File: src/rtl/seg_pkg.sv
// seg_pkg: register map, CTRL bit positions and hex-to-segment table for the scan controller
package seg_pkg;
  localparam logic [31:0] ADDR_VER        = 32'h00;
  localparam logic [31:0] ADDR_CTRL       = 32'h04;
  localparam logic [31:0] ADDR_DIV        = 32'h08;
  localparam logic [31:0] ADDR_DIGIT_BASE = 32'h10;
  localparam int CTRL_EN      = 0;
  localparam int CTRL_DEC     = 1;
  localparam int CTRL_SEG_INV = 2;
  localparam int CTRL_DIG_INV = 3;
  // active-high {g,f,e,d,c,b,a} for 0-F
  localparam logic [6:0] HEX_SEG [16] = '{
    7'h3F, 7'h06, 7'h5B, 7'h4F, 7'h66, 7'h6D, 7'h7D, 7'h07,
    7'h7F, 7'h6F, 7'h77, 7'h7C, 7'h39, 7'h5E, 7'h79, 7'h71
  };
endpackage

File: src/rtl/seg_hex_decode.sv
// seg_hex_decode: combinational nibble to seven-segment pattern
module seg_hex_decode
  import seg_pkg::*;
(
  input  logic [3:0] nib_i,
  output logic [6:0] seg_o
);
  assign seg_o = HEX_SEG[nib_i];
endmodule

File: src/rtl/seg_scan_ctrl.sv
// seg_scan_ctrl: register-mapped multiplexed seven-segment display scanner
module seg_scan_ctrl
  import seg_pkg::*;
#(
  parameter int          NUM_DIGITS   = 4,
  parameter int          DIV_W        = 16,
  parameter int          BLANK_CYCLES = 2,
  parameter logic [31:0] HW_VER       = 32'h02
) (
  input  logic                  clk,
  input  logic                  rstn,
  input  logic                  wr,
  input  logic [31:0]           waddr,
  input  logic [31:0]           wdata,
  input  logic                  rd,
  input  logic [31:0]           raddr,
  output logic [31:0]           rdata,
  output logic [7:0]            seg_pin,
  output logic [NUM_DIGITS-1:0] dig_pin
);
  localparam int IW = NUM_DIGITS > 1 ? $clog2(NUM_DIGITS) : 1;
  localparam logic [DIV_W:0] BLANK = (DIV_W+1)'(BLANK_CYCLES);
  logic [3:0]            ctrl_q;
  logic [DIV_W-1:0]      div_q, cnt_q, cnt_d;
  logic [7:0]            digit_q [NUM_DIGITS];
  logic [IW-1:0]         idx_q, idx_d;
  logic [31:0]           rdata_q, rdata_d;
  logic [7:0]            seg_q, seg_d, raw;
  logic [NUM_DIGITS-1:0] dig_q, dig_d;
  logic [6:0]            hex;
  logic                  en, blank, wrap;
  logic                  unused_wdata;
  assign en           = ctrl_q[CTRL_EN];
  assign raw          = digit_q[idx_q];
  assign unused_wdata = ^wdata;
  assign rdata        = rdata_q;
  assign seg_pin      = seg_q;
  assign dig_pin      = dig_q;
  seg_hex_decode u_dec (.nib_i(raw[3:0]), .seg_o(hex));
  // >= rather than == so a DIV shrunk below the running count wraps at once
  always_comb begin
    wrap  = cnt_q >= div_q;
    cnt_d = en && !wrap ? cnt_q + DIV_W'(1) : '0;
    idx_d = !en ? '0 : !wrap ? idx_q : idx_q == IW'(NUM_DIGITS-1) ? '0 : idx_q + IW'(1);
    blank = {1'b0, cnt_q} < BLANK;
    seg_d = (en ? (ctrl_q[CTRL_DEC] ? {raw[7], hex} : raw) : 8'h00) ^ {8{ctrl_q[CTRL_SEG_INV]}};
    dig_d = (en && !blank ? NUM_DIGITS'(1) << idx_q : '0) ^ {NUM_DIGITS{ctrl_q[CTRL_DIG_INV]}};
    rdata_d = rdata_q;
    if (rd) begin
      rdata_d = '0;
      if (raddr == ADDR_VER)  rdata_d = HW_VER;
      if (raddr == ADDR_CTRL) rdata_d = {28'h0, ctrl_q};
      if (raddr == ADDR_DIV)  rdata_d = 32'(div_q);
      for (int i = 0; i < NUM_DIGITS; i++)
        if (raddr == ADDR_DIGIT_BASE + 32'(4*i)) rdata_d = {24'h0, digit_q[i]};
    end
  end
  always_ff @(posedge clk or negedge rstn) begin
    if (!rstn) begin
      ctrl_q  <= '0;
      div_q   <= '0;
      cnt_q   <= '0;
      idx_q   <= '0;
      rdata_q <= '0;
      seg_q   <= '0;
      dig_q   <= '0;
      for (int i = 0; i < NUM_DIGITS; i++) digit_q[i] <= '0;
    end else begin
      cnt_q   <= cnt_d;
      idx_q   <= idx_d;
      rdata_q <= rdata_d;
      seg_q   <= seg_d;
      dig_q   <= dig_d;
      if (wr && waddr == ADDR_CTRL) ctrl_q <= wdata[3:0];
      if (wr && waddr == ADDR_DIV)  div_q  <= wdata[DIV_W-1:0];
      for (int i = 0; i < NUM_DIGITS; i++)
        if (wr && waddr == ADDR_DIGIT_BASE + 32'(4*i)) digit_q[i] <= wdata[7:0];
    end
  end
endmodule

File: config.mk
export PLATFORM = sky130hd
export DESIGN_NAME = seg_scan_ctrl
export DESIGN_NICKNAME = d
export VERILOG_FILES = /design/src/rtl/seg_pkg.sv /design/src/rtl/seg_hex_decode.sv /design/src/rtl/seg_scan_ctrl.sv
export SDC_FILE = /design/constraint.sdc
export NUM_CORES = 1
export LEC_CHECK = 0
export CAP_MARGIN = 20
export CORE_UTILIZATION = 49
export DETAILED_ROUTE_END_ITERATION = 8
export PLACE_DENSITY_LB_ADDON = 0.15
export SLEW_MARGIN = 20
export SYNTH_ARGS = -nofsm -noshare
export SYNTH_HDL_FRONTEND = slang
export SYNTH_SLANG_ARGS = --single-unit
File: constraint.sdc
create_clock -name clk -period 2.75 [get_ports clk]
set_input_delay 0.4125 -clock clk [delete_from_list [all_inputs] [get_ports clk]]
set_output_delay 0.4125 -clock clk [all_outputs]
set_load 0.005 [all_outputs]
==> run_1/final_clocks.png <==
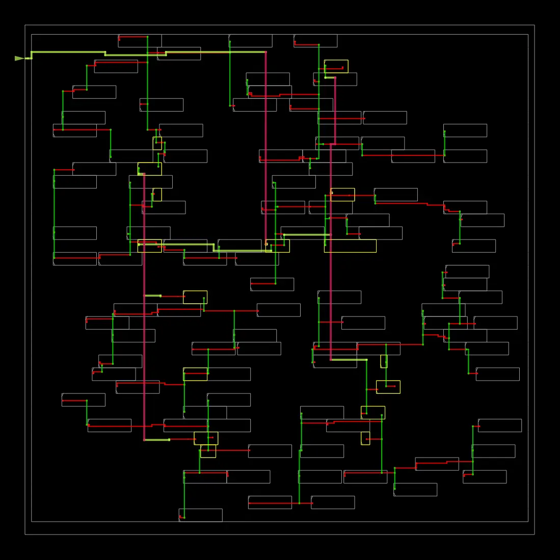
Clock Power: 932 uW
Flops: 98

==> run_1/port_nets.png <==
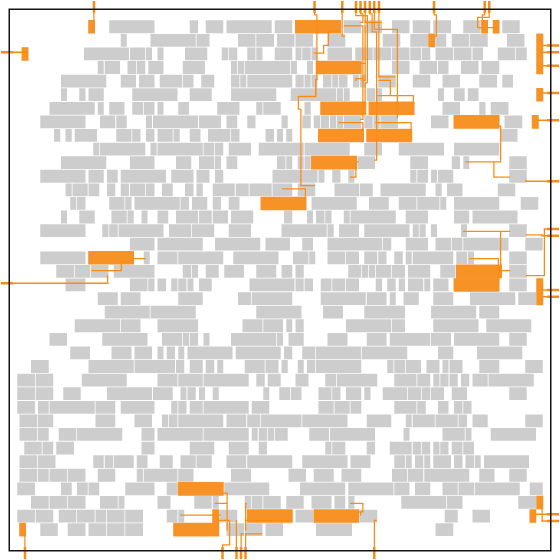
legend:
  orange:
    port: rdata
    bits: 32
    direction: output
    end_cells: 32
    buffers: 16
    wire: 470 um
IO Count: 144
# port buffers: 111

==> results.ini, run 1 <==
[final_layout]
dominant_cells=multi-input combinational cells
logic_gates=370
clock_tree_area_fraction_pct=2.81
num-nonclk-buffers=126
nonClkBufAreaFrac_pct=17.8
fillers=904
nNonClkInverters=44
drive_gt1_share_pct=13.0
area_delta_synth_final_pct=26.1
largest_register=digit_q
comb_area_um2=2730
final_nets=776
num_antenna_cells=0
comb_area_share_pct=39.3
final_cell_mix=clkdlybuf4s50_1 (110), dfrtp_1 (98), inv_1 (44), nand2_1 (41), o21ai_0 (40)
clkbuf_count=11

[setup_path]
crit_arrival_ps=2670
path_class=flip-flop to flip-flop
cp-start-kind=flip-flop
r2r_cells=7
crit_slowest_cell=mux4_2
cp_slowest_stage_delay_ps=660
crit_path_end_kind=flip-flop
crit_family=multiplexers
crit_fanout=9
path_cells=mux4_2 -> ha_1 -> and2b_1 -> a21o_1 -> a21oi_1 -> o21ai_2 -> xnor2_1
ff2ff_setup_slack_ps=330
endpoint=seg_pin[5]
r2r_end=seg_pin[5]
cp.depth=7

[power_and_ir_drop]
leakagePower_nw=3.14
intPower_mw=2.01
seq_cell_power_mw=1.44
power.density_nw_per_um2=374
p_comb_share_pct=8.7
switching_share_pct=22.6
peakVddDrop_mv=0.258
finalPower_mw=2.60
maxPowerGroup=registers

[placed_design]
dp_cells=778
placed_cell_area_um2=6750
place.gp.congestion=0.822
dpl_worst_slack_ps=247

[global_routing]
antenna_found_initial=1
grt_most_used_layer=met2
grt_pass1_vias=4331
grt_first_pass_wirelength_um=21100
grt_start_max_net_pins=52
use_met1_pct=30.8

[logic_synthesis]
yosysSeqAreaShare_pct=44.5
muxShareOfSynthArea_pct=12.5
yosys_cells=535
syn_avg_cell_area_um2=10.3
synth.cellmix.simpleShare_pct=14.4
async_flop_share_pct=100
largest_area_cell=dfrtp_1
yosys_area_um2=5510
synth-warning-count=0
enable_flop_cells=0
logic_family=simple AND/OR/NAND/NOR gates
synth_cell_types=52
mappedNetlistArea_um2=5510
ys_sh_adder_pct=6.13
top_cell_area_share_pct=44.5
yosysMostFrequentCell=dfrtp_1
aoi_share_pct=10.6

[routing]
routed_wl_um=13000
vias_per_cell=5.45
first_pass_iters=4
ant_nets=0
wl_met2_um=6440
drt-met1-wl_um=5770
wl_met3_um=560
drcViolationCount=0
dr.max_layer_used=met4
routed-via-count=4327
drt-initial-drc-count=190

[die]
fp.dieH_um=108
chipArea_um2=11700
core-area_um2=10900

[clocking]
h-tree-depth=3
cts_tree=done
clockRootBuffer=clkbuf_8
cts.reportedPaths.clkPinSlew_ps=90
holdBufCountCts=0
numCtsBuffers=9
cts.sinks=98
cts_setup_buffers=0

[timing]
rsz0062_at_grt=no
hold_violations=0
worst_pin_slew_ps=845
tns_ps=0
setup_ws_ps=327
max_freq_mhz=413

[status]
status=finished, final reports clean

[run]
drv_cap=0

==> run_1/gate_families.png <==
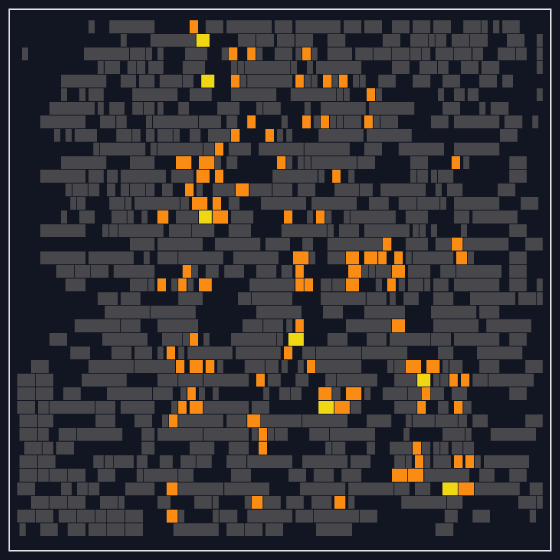
legend:
  yellow:
    family: AND-OR and OR-AND gates
    cells: 7
    most_used: a21o_1
  orange:
    family: inverting AOI/OAI gates
    cells: 88
    most_used: o21ai_0
most instantiated logic cell after routing: clkdlybuf4s50_1
Finished Layout Cells: 794

==> run_1/clock_map.png <==
The bar under the picture is 20 um long.
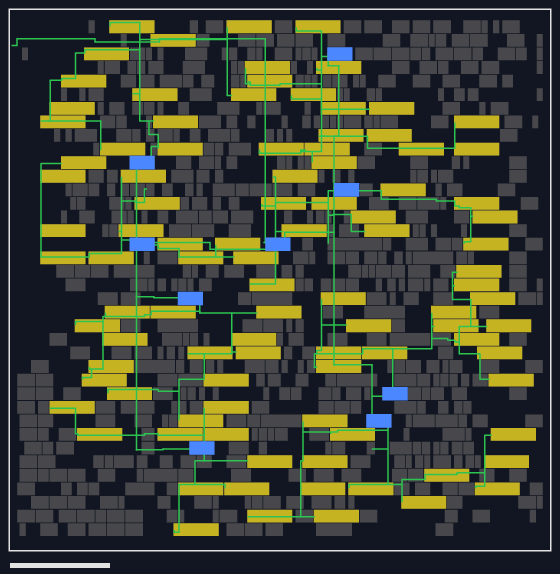
legend:
  green:
    item: clock wires
    length: 1170 um
  blue:
    item: cells driving clock nets
    count: 9
  yellow:
    item: flip-flops
    count: 98
flops lie: widely spread
clk latency late pin: 370 ps
clock power share: 35.9%
post-route clock skew: 8.32 ps

## Run 2: what changed since run 1
- SLEW_MARGIN: 20 -> unset
==> run_2/metal_stack.png <==
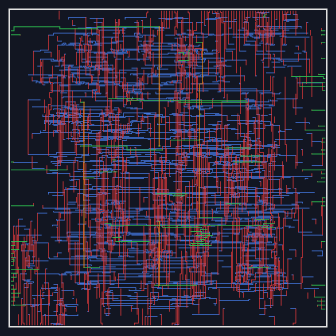
legend:
  green:
    layer: met3
    wire_length: 561 um
  orange:
    layer: met4
    wire_length: 180 um
  blue:
    layer: met1
    wire_length: 5770 um
  red:
    layer: met2
    wire_length: 6440 um
GR Util All Layers: 23.8%
via count: 4327
Routed WL: 13000 um
wire per inst: 16.3 um

==> run_2/clock_map.png <==
The bar under the picture is 20 um long.
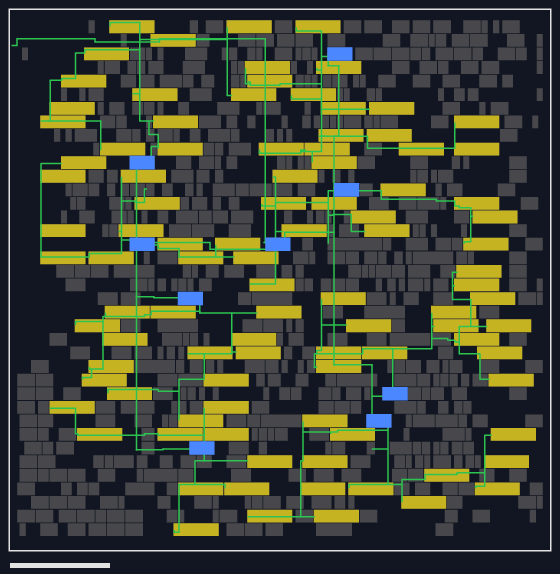
legend:
  green:
    item: clock wires
    length: 1170 um
  blue:
    item: cells driving clock nets
    count: 9
  yellow:
    item: flip-flops
    count: 98
flops lie: widely spread
routed clock nets: 10

==> run 2 against run 1 <==
Die area did not move; cell area did not move; sequential share of layout area did not move; critical path type unchanged; critical endpoint unchanged.
==> results.ini, run 2 <==
[logic_synthesis]
largest_area_cell=dfrtp_1
aoi_share_pct=10.6
synth-warning-count=0
yosys_cells=535
logic_family=simple AND/OR/NAND/NOR gates
enable_flop_cells=0
yosys_area_um2=5510
synth.cellmix.simpleShare_pct=14.4
syn_avg_cell_area_um2=10.3
ys_sh_adder_pct=6.13
yosysSeqAreaShare_pct=44.5
synth_cell_types=52

[global_routing]
use_met1_pct=30.8
antenna_found_initial=1
grt_most_used_layer=met2

[power_and_ir_drop]
p_comb_share_pct=8.7
pg_clk_uw=932
power.density_nw_per_um2=374
maxPowerGroup=registers
peakVddDrop_mv=0.258
switching_share_pct=22.6
intPower_mw=2.01
pwr-share-clk_pct=35.9

[clocking]
cts_setup_buffers=0
clk-insertion-delay-late_ps=370
h-tree-depth=3
holdBufCountCts=0
numCtsBuffers=9
cts.reportedPaths.clkPinSlew_ps=90
cts_tree=done
cts.sinks=98

[timing]
skew_ps=8.32
rsz0062_at_grt=no
tns_ps=0
setup_ws_ps=327

[setup_path]
cp.depth=7
r2r_end=seg_pin[5]
path_class=flip-flop to flip-flop
crit_fanout=9
crit_slowest_cell=mux4_2
ff2ff_setup_slack_ps=330
crit_family=multiplexers

[routing]
vias_per_cell=5.45
wl_met3_um=560
dr.max_layer_used=met4
ant_nets=0
drcViolationCount=0
first_pass_iters=4

[placed_design]
dpl_worst_slack_ps=247
io_buffers=111
placed_cell_area_um2=6750
dp_cells=778

[die]
num_io_pins=144
core-area_um2=10900
fp.dieH_um=108
chipArea_um2=11700

[final_layout]
final_cell_mix=clkdlybuf4s50_1 (110), dfrtp_1 (98), inv_1 (44), nand2_1 (41), o21ai_0 (40)
area_delta_synth_final_pct=26.1
num_antenna_cells=0
logic_gates=370
drive_gt1_share_pct=13.0
final_common_cell=clkdlybuf4s50_1
comb_area_um2=2730
fillers=904
dominant_cells=multi-input combinational cells
final_cells=794
largest_register=digit_q
clock_tree_area_fraction_pct=2.81
clkbuf_count=11
nNonClkInverters=44
num-nonclk-buffers=126
final_nets=776

[run]
drv_cap=0

[status]
status=finished, final reports clean

Power is estimated from default activity; no workload was simulated.
